**src/rtl/shift_engine_pkg.sv**
```systemverilog
// -----------------------------------------------------------------------------
// shift_engine_pkg
//   Shared types for the shift engine.
//   - state_t : transfer FSM states (ST_IDLE, ST_SHIFT)
//   - order_t : bit order captured at load (ORD_MSB, ORD_LSB)
// -----------------------------------------------------------------------------
package shift_engine_pkg;

  typedef enum logic {
    ST_IDLE  = 1'b0,
    ST_SHIFT = 1'b1
  } state_t;

  typedef enum logic {
    ORD_MSB = 1'b0,
    ORD_LSB = 1'b1
  } order_t;

  // Map the raw lsbFirst pin onto the order type.
  function automatic order_t order_from_pin(input logic lsb_first);
    return lsb_first ? ORD_LSB : ORD_MSB;
  endfunction

endpackage

```
**src/rtl/shift_bit_counter.sv**
```systemverilog
// -----------------------------------------------------------------------------
// shift_bit_counter
//   Counts bits shifted in the current transfer.
//   Ports:
//     clk, rst_n  : clock, asynchronous active-low reset
//     clear       : synchronous clear to 0 (wins over inc)
//     inc         : add one
//     count       : current bit count (CNT_W bits)
//     last        : count == WIDTH-1, i.e. the next shift is the final one
// -----------------------------------------------------------------------------
module shift_bit_counter #(
  parameter int WIDTH = 8,
  parameter int CNT_W = $clog2(WIDTH + 1)
) (
  input  logic             clk,
  input  logic             rst_n,
  input  logic             clear,
  input  logic             inc,
  output logic [CNT_W-1:0] count,
  output logic             last
);

  localparam logic [CNT_W-1:0] LAST_VAL = CNT_W'(WIDTH - 1);

  // NOTE: sequential state is written with non-blocking assignments only, so
  // every flop samples pre-edge values regardless of block ordering.
  always_ff @(posedge clk or negedge rst_n) begin
    if (!rst_n) begin
      count <= '0;
    end else if (clear) begin
      count <= '0;
    end else if (inc) begin
      count <= count + CNT_W'(1);
    end
  end

  assign last = (count == LAST_VAL);

endmodule

```
**src/rtl/shift_engine.sv**
```systemverilog
// -----------------------------------------------------------------------------
// shift_engine
//   Parallel-load / serial-shift register with transfer control. A load starts a
//   WIDTH-bit transfer; each peripheral clock edge strobe shifts one bit out and
//   captures one bit in. Bit order (MSB or LSB first) is latched at load.
//   Ports:
//     clk, rst_n         : clock, asynchronous active-low reset
//     peripheralClkEdge  : 1-cycle shift strobe
//     parallelLoad       : load parallelDataIn and (re)start a transfer
//     lsbFirst           : bit order for the next transfer (sampled at load)
//     parallelDataIn     : word to transmit
//     serialDataIn       : received bit, captured on each strobe
//     parallelDataOut    : shift register contents
//     serialDataOut      : current outgoing bit
//     busy               : transfer in progress
//     done               : 1-cycle pulse after the final bit
//     bitCount           : bits shifted so far (holds WIDTH after completion)
// -----------------------------------------------------------------------------
module shift_engine
  import shift_engine_pkg::*;
#(
  parameter int WIDTH = 8,
  parameter int CNT_W = $clog2(WIDTH + 1)
) (
  input  logic             clk,
  input  logic             rst_n,
  input  logic             peripheralClkEdge,
  input  logic             parallelLoad,
  input  logic             lsbFirst,
  input  logic [WIDTH-1:0] parallelDataIn,
  input  logic             serialDataIn,
  output logic [WIDTH-1:0] parallelDataOut,
  output logic             serialDataOut,
  output logic             busy,
  output logic             done,
  output logic [CNT_W-1:0] bitCount
);

  state_t           state, state_next;
  order_t           order_q;
  logic [WIDTH-1:0] shift_q;
  logic             done_q;

  logic             load_en;
  logic             shift_en;
  logic             finish;
  logic             last_bit;

  // ---------------------------------------------------------------------------
  // FSM: state register
  // ---------------------------------------------------------------------------
  always_ff @(posedge clk or negedge rst_n) begin
    if (!rst_n) begin
      state <= ST_IDLE;
    end else begin
      state <= state_next;
    end
  end

  // ---------------------------------------------------------------------------
  // FSM: next-state logic
  // ---------------------------------------------------------------------------
  // NOTE: every signal driven in always_comb gets a default first; a path that
  // leaves it unassigned would infer a latch.
  always_comb begin
    state_next = state;
    case (state)
      ST_IDLE: begin
        if (parallelLoad) begin
          state_next = ST_SHIFT;
        end
      end
      ST_SHIFT: begin
        // A load restarts the transfer and keeps us in SHIFT.
        if (!parallelLoad && peripheralClkEdge && last_bit) begin
          state_next = ST_IDLE;
        end
      end
      default: state_next = ST_IDLE;
    endcase
  end

  // ---------------------------------------------------------------------------
  // FSM: outputs / datapath controls
  // ---------------------------------------------------------------------------
  always_comb begin
    load_en  = parallelLoad;
    shift_en = 1'b0;
    finish   = 1'b0;
    busy     = 1'b0;
    case (state)
      ST_IDLE: begin
        busy = 1'b0;
      end
      ST_SHIFT: begin
        busy = 1'b1;
        // Load wins over a coincident strobe; the strobe is simply dropped.
        shift_en = peripheralClkEdge && !parallelLoad;
        finish   = shift_en && last_bit;
      end
      default: begin
        busy = 1'b0;
      end
    endcase
  end

  // ---------------------------------------------------------------------------
  // Datapath: shift register and latched bit order
  // ---------------------------------------------------------------------------
  always_ff @(posedge clk or negedge rst_n) begin
    if (!rst_n) begin
      shift_q <= '0;
      order_q <= ORD_MSB;
    end else if (load_en) begin
      shift_q <= parallelDataIn;
      order_q <= order_from_pin(lsbFirst);
    end else if (shift_en) begin
      if (order_q == ORD_LSB) begin
        shift_q <= {serialDataIn, shift_q[WIDTH-1:1]};
      end else begin
        shift_q <= {shift_q[WIDTH-2:0], serialDataIn};
      end
    end
  end

  // Completion pulse: registered so it is high for exactly the cycle after the
  // final strobe. Reset drops it, so an abandoned transfer never signals done.
  always_ff @(posedge clk or negedge rst_n) begin
    if (!rst_n) begin
      done_q <= 1'b0;
    end else begin
      done_q <= finish;
    end
  end

  // ---------------------------------------------------------------------------
  // Bit counter
  // ---------------------------------------------------------------------------
  shift_bit_counter #(
    .WIDTH (WIDTH),
    .CNT_W (CNT_W)
  ) u_bit_counter (
    .clk   (clk),
    .rst_n (rst_n),
    .clear (load_en),
    .inc   (shift_en),
    .count (bitCount),
    .last  (last_bit)
  );

  // ---------------------------------------------------------------------------
  // Outputs
  // ---------------------------------------------------------------------------
  assign parallelDataOut = shift_q;
  assign serialDataOut   = (order_q == ORD_LSB) ? shift_q[0] : shift_q[WIDTH-1];
  assign done            = done_q;

endmodule

```
**config.mk**
```make
export PLATFORM = sky130hd
export DESIGN_NAME = shift_engine
export DESIGN_NICKNAME = d
export VERILOG_FILES = /design/src/rtl/shift_engine_pkg.sv /design/src/rtl/shift_bit_counter.sv /design/src/rtl/shift_engine.sv
export SDC_FILE = /design/constraint.sdc
export NUM_CORES = 1
export LEC_CHECK = 0
export CORE_MARGIN = 4
export CORE_UTILIZATION = 42
export DETAILED_ROUTE_END_ITERATION = 8
export HOLD_SLACK_MARGIN = 0.08
export PLACE_DENSITY = 0.89
export RECOVER_POWER = 25
export SYNTH_ARGS = -nofsm -noshare
export SYNTH_HDL_FRONTEND = slang
export SYNTH_SLANG_ARGS = --single-unit
```
**constraint.sdc**
```tcl
create_clock -name clk -period 1.3 [get_ports clk]
set_input_delay 0.26 -clock clk [delete_from_list [all_inputs] [get_ports clk]]
set_output_delay 0.26 -clock clk [all_outputs]
set_load 0.05 [all_outputs]
```
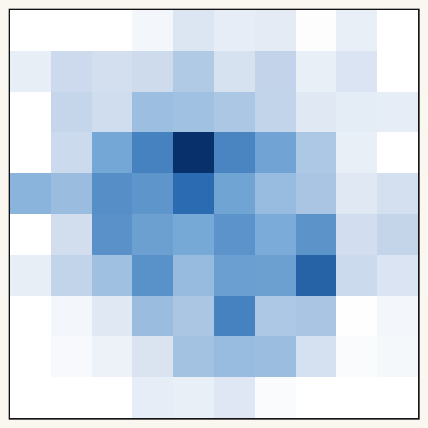
Figure 1: wire density map.
(8 px per um) 10 x 10 tiles, from white (low) to dark blue (high), scaled to the fullest tile. Values are wire area over tile area, all layers added.
nearly empty tiles: 19%
mean over tiles: 0.13
densest ninth of the die: middle
via count: 750
Wirelength per Cell: 14.6 um

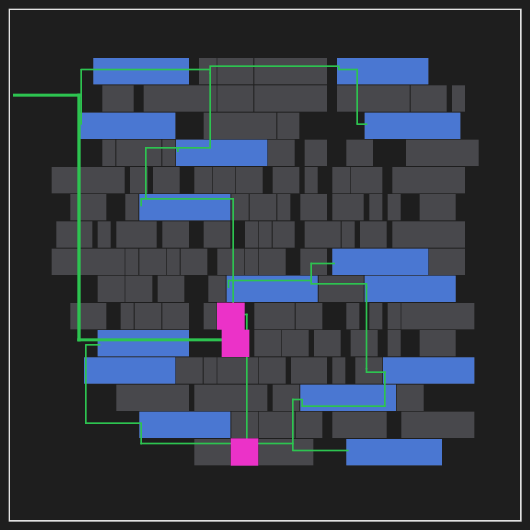
Figure 2: clock network drawn from the DEF.
(10 px per um)
[flip-flops] blue | count: 15
[clock wires] green | length: 231 um
[clock-net drivers] magenta | count: 3
routed clock nets: 4

==> Changelog: implementation <==
### Metrics

* Max_cap viols at 0
* Max incr delay on CP at 420 ps
* H-tree levels at 1
* Main area contributors: dfrtp_1 48%, a211oi_1 7.7%, o31ai_1 7.7%
* Adder Share, Synth at between 1.5 and 2%
* Violated checks: setup timing
* Synth Cell Area at between 700 and 800 sq um
* Fillers at 130
* Highest Clock Rate at between 600 and 700 MHz
* Die area at between 0.002 and 0.003 sq mm
* P_leak at 0.583 nW
* Req. time, crit path at 1040 ps
* CTS tree: built
* Max Slew Vio Count at 0
* Worst Setup EP: serialDataOut
* Final setup violation count at 1
* Pre-antenna DRT Iters at 4
* GRT Total Usage at about 18%
* Initial DRC Count at 9
* Slew at the pin closest to its max-slew limit at 850 ps
* Slew HR at a little over two fifths
* EDFF count, synth at 0
* Status: finished with violations
* Logic area at 383 sq um
* Peak VDD IR at 0.807 mV
* Yosys Chip Area at slightly below 800 sq um
* Area fraction in mux cells at around 2.9%
* Nets@finish at 136
* Synth top area share at 48.3%
* CTS Root Cell: clkbuf_4
* Final Cell Area at 0.00134 sq mm
* Number of nets with antenna violations after routing at 0
* Setup CP Type: reg -> out
* Synth cell types at 22
* Total gr overflow at 0
* Final setup margin at -129 ps
* DRC viols at 0
* Avg Synthesized Cell Area at between 9 and 10 sq um
* Yosys cell count at ~81
* Top cells by count: 15 x dfrtp_1, 12 x nand2_1, 10 x nor2_1
* Path type of the worst min-delay path: in -> async
* Hold buffer count at CTS at 0
* Clk_lat worst skew at around 280 ps
* Async SR Flop Fraction at 100%
* Diode count at 0
## through the flow
step	utilization, %	power (mW)	hold slack [ps]	TNS, ps	instances
final	77.0	1.37	512	-129	145
after global routing	77.0	1.44	534	-189	145
after CTS	75.6	1.37	280	-138	143
after detailed placement	73.0	1.07	577	-1970	138
after global placement	73.0	1.06	541	-1440	138
after floorplan	-	0.802	-35.6	0	81
## worst min path at each step
| stage | to | slack [ps] | cells after the start |
|---|---|---|---|
| floorplan | done$_DFF_PN0_ | -40 | 0 |
| global placement | done$_DFF_PN0_ | 540 | 1 |
| detailed placement | done$_DFF_PN0_ | 580 | 1 |
| CTS | parallelDataOut[1]$_DFFE_PN0P_ | 280 | 2 |
| global route | parallelDataOut[0]$_DFFE_PN0P_ | 530 | 3 |
| finish | parallelDataOut[3]$_DFFE_PN0P_ | 510 | 2 |
## state kept, by name, indices dropped and copies added, names as in the netlist
register / flops
parallelDataOut: 8
u_bit_counter.count: 4
state: 1
done: 1
order_q: 1
## repair_timing
item / CTS / global route
gates resized: 3 / 3
setup buffers: 1 / 2
setup endpoints to repair: 1 / 2
gates cloned: 0 / 0
pin swaps: 0 / 5
## per-layer routing
layer / GRT usage [%] / vias to the layer above / share of wire (%)
met5: 0 / - / 0
met3: 3.79 / 2 / 6.0
li1: - / 363 / -
met2: 30.0 / 26 / 52
met4: 8.52 / 0 / 1.1
met1: 21.6 / 359 / 41
## power breakdown
| group | total (mW) | internal [mW] | switching (mW) |
|---|---|---|---|
| sequential | 0.560 | 0.505 | 0.0553 |
| clock | 0.276 | 0.114 | 0.162 |
| combinational | 0.536 | 0.273 | 0.262 |
| total | 1.37 | 0.893 | 0.479 |
## cell type report
| cell class | count | area share [%] |
|---|---|---|
| clock buffers | 3 | 1.68 |
| clock inverters | 1 | 0.372 |
| multi-input cells | 61 | 28.5 |
| flip-flops and latches | 15 | 28.5 |
| well taps | 25 | 2.33 |
| repair buffers | 40 | 38.6 |
## cell families (layout without fill, tap and decap cells)
group / after synthesis / in the layout
and+or+nand+nor: 36 / 36
AOI/OAI and AO/OA: 20 / 20
DFF: 15 / 15
buffers and inverters: 5 / 44
xor gates and xnor gates: 2 / 2
muxes: 2 / 2
adders and majority gates: 1 / 1
## placed cells by master, fill, tap and decap left out, drive strengths merged
master and instances:
clkdlybuf4s50 13, mux2 2, o31ai 8, nor2b 1, nor4 1, nand3 2
and2b 7, a21oi 2, ha 1, and2 1, clkinv 1, nand2 12
buf 26, a21o 1, nand4b 1, o21ai 1, dfrtp 15, xnor2 1
xor2 1, nor2 10, clkbuf 4, or3 1, a211oi 8
No activity file was given, so power comes from the tool's default toggle rates.
